[config.mk]
export PLATFORM = sky130hd
export DESIGN_NAME = sfq_pulse_tx
export DESIGN_NICKNAME = d
export VERILOG_FILES = /design/src/rtl/sfq_tx_pkg.sv /design/src/rtl/sfq_tx_fifo.sv /design/src/rtl/sfq_pulse_tx.sv
export SDC_FILE = /design/constraint.sdc
export NUM_CORES = 1
export LEC_CHECK = 0
export CAP_MARGIN = 15
export CORE_ASPECT_RATIO = 0.8
export CORE_MARGIN = 2
export CORE_UTILIZATION = 52
export DETAILED_ROUTE_END_ITERATION = 16
export PLACE_DENSITY_LB_ADDON = 0.3
export SYNTH_ARGS = -nofsm -noshare
export SYNTH_HDL_FRONTEND = slang
export SYNTH_SLANG_ARGS = --single-unit
[constraint.sdc]
create_clock -name clk -period 3.05 [get_ports clk]
set_input_delay 0.61 -clock clk [delete_from_list [all_inputs] [get_ports clk]]
set_output_delay 0.61 -clock clk [all_outputs]
set_load 0.02 [all_outputs]
[src/rtl/sfq_tx_pkg.sv]
// Shared types and default sizing for the SFQ transmit-side pulse sequencer.
package sfq_tx_pkg;

    typedef enum logic {
        TX_IDLE = 1'b0,
        TX_RUN  = 1'b1
    } tx_state_e;

    localparam int NCH_DEF   = 9;
    localparam int PW_DEF    = 1;
    localparam int DEPTH_DEF = 4;

endpackage

[src/rtl/sfq_tx_fifo.sv]
// Synchronous vector FIFO: wrap-bit pointers for full, registered count for empty.
module sfq_tx_fifo #(
    parameter int W     = 9,
    parameter int DEPTH = 4
) (
    input  logic         clk,
    input  logic         rst_n,
    input  logic         push,
    input  logic [W-1:0] wr_data,
    input  logic         pop,
    output logic [W-1:0] rd_data,
    output logic         full,
    output logic         empty
);
    localparam int AW = $clog2(DEPTH);

    logic [AW:0]  wr_ptr_q, wr_ptr_d;
    logic [AW:0]  rd_ptr_q, rd_ptr_d;
    logic [AW:0]  count_q, count_d;
    logic         do_push, do_pop;
    logic [W-1:0] mem_q [DEPTH];

    // Full when the index bits match but the wrap bits differ.
    assign full    = (wr_ptr_q[AW] != rd_ptr_q[AW]) && (wr_ptr_q[AW-1:0] == rd_ptr_q[AW-1:0]);
    assign empty   = (count_q == '0);
    assign do_push = push && !full;
    assign do_pop  = pop && !empty;
    assign rd_data = mem_q[rd_ptr_q[AW-1:0]];

    always_comb begin
        wr_ptr_d = wr_ptr_q;
        rd_ptr_d = rd_ptr_q;
        count_d  = count_q;
        if (do_push) begin
            wr_ptr_d = wr_ptr_q + 1'b1;
        end
        if (do_pop) begin
            rd_ptr_d = rd_ptr_q + 1'b1;
        end
        case ({do_push, do_pop})
            2'b10:   count_d = count_q + 1'b1;
            2'b01:   count_d = count_q - 1'b1;
            default: count_d = count_q;
        endcase
    end

    always_ff @(posedge clk or negedge rst_n) begin
        if (!rst_n) begin
            wr_ptr_q <= '0;
            rd_ptr_q <= '0;
            count_q  <= '0;
        end else begin
            wr_ptr_q <= wr_ptr_d;
            rd_ptr_q <= rd_ptr_d;
            count_q  <= count_d;
        end
    end

    always_ff @(posedge clk) begin
        if (do_push) begin
            mem_q[wr_ptr_q[AW-1:0]] <= wr_data;
        end
    end

endmodule

[src/rtl/sfq_pulse_tx.sv]
// SFQ transmit sequencer: replays buffered vectors as data pulses, then a clock pulse
// `setup` cycles later, once per configured SFQ period.
module sfq_pulse_tx
    import sfq_tx_pkg::*;
#(
    parameter int NCH   = NCH_DEF,
    parameter int DEPTH = DEPTH_DEF,
    parameter int PW    = PW_DEF,
    parameter int CW    = 8
) (
    input  logic           clk,
    input  logic           rst_n,
    input  logic           enable,
    input  logic [CW-1:0]  cfg_period,
    input  logic [CW-1:0]  cfg_setup,
    input  logic           in_valid,
    output logic           in_ready,
    input  logic [NCH-1:0] in_vec,
    output logic           sfq_clk_o,
    output logic [NCH-1:0] sfq_data_o,
    output logic           busy,
    output logic           cfg_err,
    output logic           underrun,
    input  logic           underrun_clr
);
    localparam logic [CW:0] PW_X = (CW+1)'(PW);

    tx_state_e      state_q, state_d;
    logic [CW-1:0]  phase_q, phase_d;
    logic [CW-1:0]  period_q, period_d;
    logic [CW-1:0]  setup_q, setup_d;
    logic [NCH-1:0] cur_vec_q, cur_vec_d;
    logic           cfg_err_q, cfg_err_d;
    logic           underrun_q, underrun_d;
    logic           start_legal;
    logic           push, pop;
    logic           fifo_full, fifo_empty;
    logic [NCH-1:0] fifo_head;
    logic           data_on, clk_on;

    assign in_ready = !fifo_full;
    assign push     = in_valid && in_ready;

    sfq_tx_fifo #(.W(NCH), .DEPTH(DEPTH)) u_fifo (
        .clk     (clk),
        .rst_n   (rst_n),
        .push    (push),
        .wr_data (in_vec),
        .pop     (pop),
        .rd_data (fifo_head),
        .full    (fifo_full),
        .empty   (fifo_empty)
    );

    always_comb begin
        state_d     = state_q;
        phase_d     = phase_q;
        period_d    = period_q;
        setup_d     = setup_q;
        cur_vec_d   = cur_vec_q;
        cfg_err_d   = cfg_err_q;
        underrun_d  = underrun_q && !underrun_clr;
        pop         = 1'b0;
        start_legal = (PW_X <= {1'b0, cfg_setup}) &&
                      (({1'b0, cfg_setup} + PW_X) < {1'b0, cfg_period});
        case (state_q)
            TX_IDLE: begin
                if (enable && !fifo_empty) begin
                    if (start_legal) begin
                        state_d   = TX_RUN;
                        phase_d   = '0;
                        period_d  = cfg_period;
                        setup_d   = cfg_setup;
                        cur_vec_d = fifo_head;
                        pop       = 1'b1;
                        cfg_err_d = 1'b0;
                    end else begin
                        cfg_err_d = 1'b1;
                    end
                end
            end
            TX_RUN: begin
                if (phase_q == period_q - 1'b1) begin
                    phase_d = '0;
                    if (!enable) begin
                        state_d   = TX_IDLE;
                        cur_vec_d = '0;
                    end else if (!fifo_empty) begin
                        cur_vec_d = fifo_head;
                        pop       = 1'b1;
                    end else begin
                        // Starved boundary: send a logical-0 cycle, the clock still fires.
                        cur_vec_d  = '0;
                        underrun_d = 1'b1;
                    end
                end else begin
                    phase_d = phase_q + 1'b1;
                end
            end
            default: state_d = TX_IDLE;
        endcase
    end

    always_ff @(posedge clk or negedge rst_n) begin
        if (!rst_n) begin
            state_q    <= TX_IDLE;
            phase_q    <= '0;
            period_q   <= '0;
            setup_q    <= '0;
            cur_vec_q  <= '0;
            cfg_err_q  <= 1'b0;
            underrun_q <= 1'b0;
        end else begin
            state_q    <= state_d;
            phase_q    <= phase_d;
            period_q   <= period_d;
            setup_q    <= setup_d;
            cur_vec_q  <= cur_vec_d;
            cfg_err_q  <= cfg_err_d;
            underrun_q <= underrun_d;
        end
    end

    assign data_on    = (state_q == TX_RUN) && ({1'b0, phase_q} < PW_X);
    assign clk_on     = (state_q == TX_RUN) && (phase_q >= setup_q) &&
                        ({1'b0, phase_q} < ({1'b0, setup_q} + PW_X));
    assign sfq_data_o = data_on ? cur_vec_q : '0;
    assign sfq_clk_o  = clk_on;
    assign busy       = (state_q == TX_RUN);
    assign cfg_err    = cfg_err_q;
    assign underrun   = underrun_q;

endmodule

==> results_slide.txt <==
Run Summary

Logic synthesis
  • Ao+oa area frac: 0.120
  • Post-Synthesis Cell Area: around 0.0046 sq mm
  • Ys flop type: dfrtp_1
  • Adders+Majority by Area: 0.0966
  • Synth Area per Inst: 11.7 sq um
  • Post-Synth Simple-Gate Area: 0.0961
  • Synthesized Nets: 458
  • Syn Inst Count: approximately 390
  • Post-synth EDFFs: 36
  • Cell Type Count: around 57
  • Ys flops: 81
  • XOR/XNOR Area Share: 0.0589
  • Top logic family: AND-OR/OR-AND gates
  • Ys Warns: 0
  • Synth Seq Share: 0.479
  • MUX area fraction: 0.0879
  • FFs w/ async S/R, synth: 0.556
  • Number of cells in Yosys stat: 393
  • Yosys Chip Area: 0.00461 sq mm

Global route
  • Number of global-route vias before repair: 3242
  • Antenna violations before repair: 0
  • First-pass GRT wire length: 16.1 mm
  • GR Overflow Total: 0
  • Tot GR Track Use: 0.219
  • Largest net degree at the start of global routing: 46

Run
  • Max Cap Viol: 0
  • Tool warnings: 34

Clock tree
  • CTS tree: done
  • Number of hold buffers added after cts: 0
  • Deepest clock path buffer count: 2
  • Num Clock Sinks: about 81
  • CTS Root Buffer Type: clkbuf_8
  • Clk slew on worst S/H paths: 80 ps
  • H-tree depth: 3
  • Num CTS Buffers: 9

Power
  • LEAKAGE: 2.64 nW
  • Max IR drop VDD: 0.000618 V
  • Clock power share: 0.196
  • Reg power frac: 0.360
  • PD cells: 914 mW/mm^2
  • Sw Pwr: 0.00197 W
  • P_int: 0.00331 W
  • Combinational Power Share: 0.443
  • Switching part of the total: 0.374

Layout
  • Area grow syn2layout: 25.3%
  • Final Non-Filler Cells: 585
  • Most frequent logic cell in the layout: inv_1
  • Most frequent cells in the layout: inv_1 (54), dfrtp_1 (44), edfxtp_1 (36)
  • N_diodes: 0
  • Share of cells above drive strength 1: 0.228
  • Nets@finish: 533

Timing
  • F_max: about 330 MHz
  • Final setup viols: 0
  • Clock period minus worst slack: 3000 ps
  • Max_slew headroom: 0.604
  • Final Cycle Share: 0.985
  • RSZ-0062 raised after global routing: yes
  • Fin. max-slew vios: 0
  • WHS: 83.8 ps
  • Hold Fails Final Rpt: 0
  • Pin slew with the least headroom to its limit: about 590 ps

Placement
  • Gpl congestion: 0.855
  • Post-placement cell count: 566
  • Post-DP HPWL: approximately 7.0 mm
  • IO Port Bufs: 43

Run status
  • Status: finished, final reports clean

Floorplan
  • Number of placed I/O pins: approximately 44
  • Die width: between 100 and 150 um
  • Floorplan utilization: 0.539
  • # rows: 30
  • Die Span Y: 88.2 um
  • Die ar.: 0.00964 sq mm
  • CORE AREA: 0.00856 sq mm

Critical path
  • Worst setup path class: in -> reg
  • WP data required: 3330 ps
  • Critical path data arrival time: ~3300 ps
  • Worst setup EP type: flop
  • Most used cell along the critical path: xor2_1
  • Top delay family on crit path: adder cells
  • Cells along the critical path: buf_6, ha_4, and3_4, xor2_1, ha_1, a211o_1, a21oi_2, o21ai_2, a211oi_2, o21ai_2, inv_2, ha_4, inv_2, fa_2, xor2_1, nor2_1, xor2_1
  • WP buf/inv: 3
  • Slowest CP cell: fa_2
  • Crit-path max cell delay: 320 ps
  • Peak fanout along the critical path: 2
  • CP startpoint kind: input port

Detailed routing
  • Residual DRC count: 0
  • DR WL/cell: 16.8 um
  • Post-route ant nets: 0
  • First DRT Iteration DRCs: 222
  • Vias per cell: 5.57
  • Iteration tally of the first detailed-router pass: 5

Hold path
  • Class of the worst hold path: in -> async
-- run 1: timing repair --
action,4_1_cts,5_1_grt
pin swaps,12,18
endpoints found under the hold margin,0,0
buffers inserted,1,1
gates resized,33,24
setup endpoints to repair,21,12
-- run 1: power by group through the flow --
stage | Sequential (W) | Clock (W) | Combinational [W]
finish | 0.00190 | 0.00104 | 0.00234
global route | 0.00195 | 0.00110 | 0.00261
CTS | 0.00188 | 0.00105 | 0.00227
detailed placement | 0.00190 | 0 | 0.00224
global placement | 0.00188 | 0 | 0.00216
floorplan | 0.00181 | 0 | 0.00167
-- run 1: cell usage after synthesis, types with 2 or more instances --
library cell  count  area share
xnor2_1          20       0.038
inv_1            57       0.046
and2_1           10       0.014
mux2_2           14       0.034
a21boi_0          2      0.0033
nor2_1           10      0.0081
and3_1            9       0.012
clkbuf_1          5      0.0041
nor3_1            8      0.0087
o21ai_0           8      0.0087
mux4_2            9       0.044
a211oi_2          2      0.0054
a21o_1            4      0.0065
mux2i_1           3      0.0065
nand2b_1          5      0.0068
a21oi_1           7      0.0076
nand4_1           2      0.0027
ha_1             34       0.092
o21ai_2           2      0.0038
buf_6             3      0.0073
edfxtp_1         36        0.23
o2111ai_1         4      0.0076
dfrtp_1          45        0.24
buf_2             3      0.0033
nand3_1          11       0.012
xor2_1           11       0.021
o22ai_1           3      0.0041
nand2_1           9      0.0073
o221ai_1         12       0.023
o21a_1            4      0.0065
or4_1             2      0.0033
o211ai_1         14       0.023
-- run 1: cell type report --
type | count | area (sq um)
Clock buffer | 10 | 128
Clock inverter | 6 | 140
Fill cell | 644 | 2780
Inverter | 57 | 214
Multi-Input combinational cell | 243 | 2210
Sequential cell | 81 | 2210
Tap cell | 112 | 140
Timing Repair Buffer | 76 | 738
-- run 1: per-layer routing --
metal	global-route usage	wire (um)
met4	0.0414	85
met5	0	0
met2	0.356	4690
met3	0.0501	396
met1	0.309	4630
-- run 1: sequential cells by signal (all words and copies together) (netlist names), 3 cells and up --
signal           flops
u_fifo.mem_q        36
cur_vec_q            9
period_q             8
phase_q              8
setup_q              8
u_fifo.count_q       3
u_fifo.rd_ptr_q      3
u_fifo.wr_ptr_q      3
-- run 1: final timing paths --
check | start | end | slack, ps | cells after the start
max reg2reg | period_q[0] | u_fifo.count_q[2] | 140 | 12
max in group asynchronous | rst_n | phase_q[1] | 2490 | 2
min reg2reg | u_fifo.count_q[2] | u_fifo.count_q[2] | 480 | 1
max | cfg_setup[0] | u_fifo.count_q[2] | 50 | 17
min | rst_n | setup_q[7] | 80 | 1
min in group clk | u_fifo.count_q[2] | u_fifo.count_q[2] | 480 | 1
-- run 1: per-stage QoR --
| stage | utilization | area (sq um) | setup slack (ps) | power, W | TNS [ps] |
|---|---|---|---|---|---|
| CTS | 0.662 | 5670 | -115 | 0.00520 | -115 |
| global placement | 0.631 | 5400 | -690 | 0.00404 | -11770 |
| floorplan | - | 4650 | -220 | 0.00348 | -324 |
| finish | 0.675 | 5780 | 46.7 | 0.00528 | 0 |
| detailed placement | 0.631 | 5400 | -774 | 0.00414 | -14740 |
| global route | 0.675 | 5780 | -132 | 0.00566 | -161 |
**Run 1: metal 1**

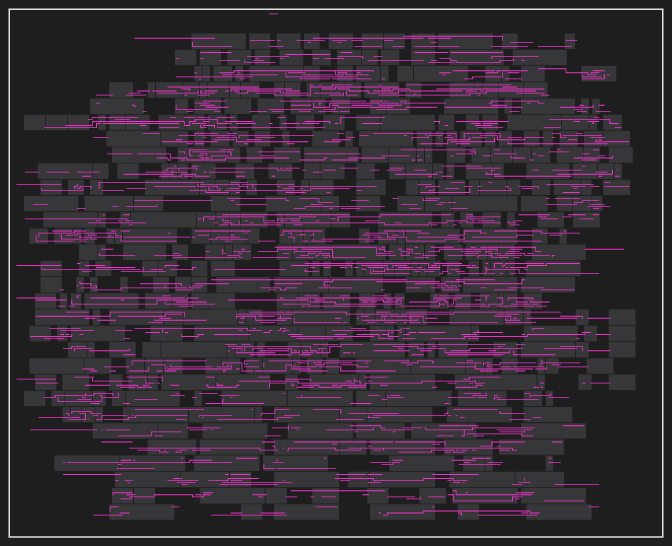
- share of all routed wire: 47%
- longest straight run: 25.6 um

**Run 1: met2 routing**

The bar under the picture is 20 um long.
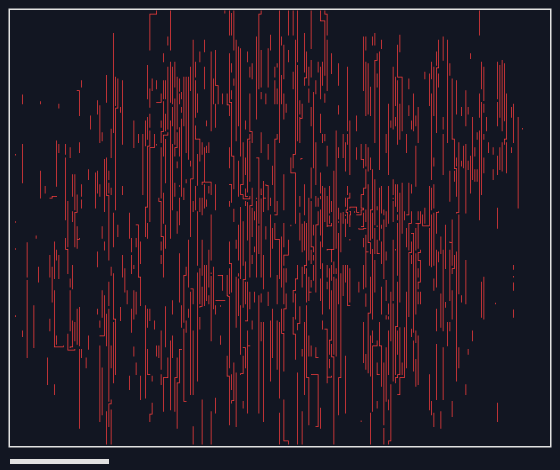
- main direction: vertical
- share of all routed wire: 48%

**Run 1: M3 wires**

The bar under the picture is 20 um long.
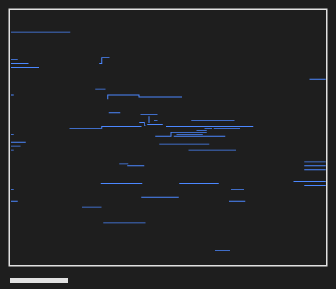
- nets with wire on the layer: 40
- share of all routed wire: 4.1%
- main direction: horizontal
- longest straight run: 29.9 um
- wire length on this layer: 397 um
Vias: 3256
final WL: 9.80 mm
met3 usage: 0.0501

**Run 1: the clock network**

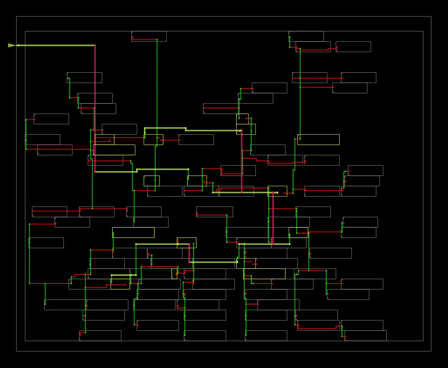
Worst-Skew Late Latency: 360 ps
Worst Skew: 14.8 ps
Clk. pwr: 0.00104 W

Power and IR drop assume default switching activity.
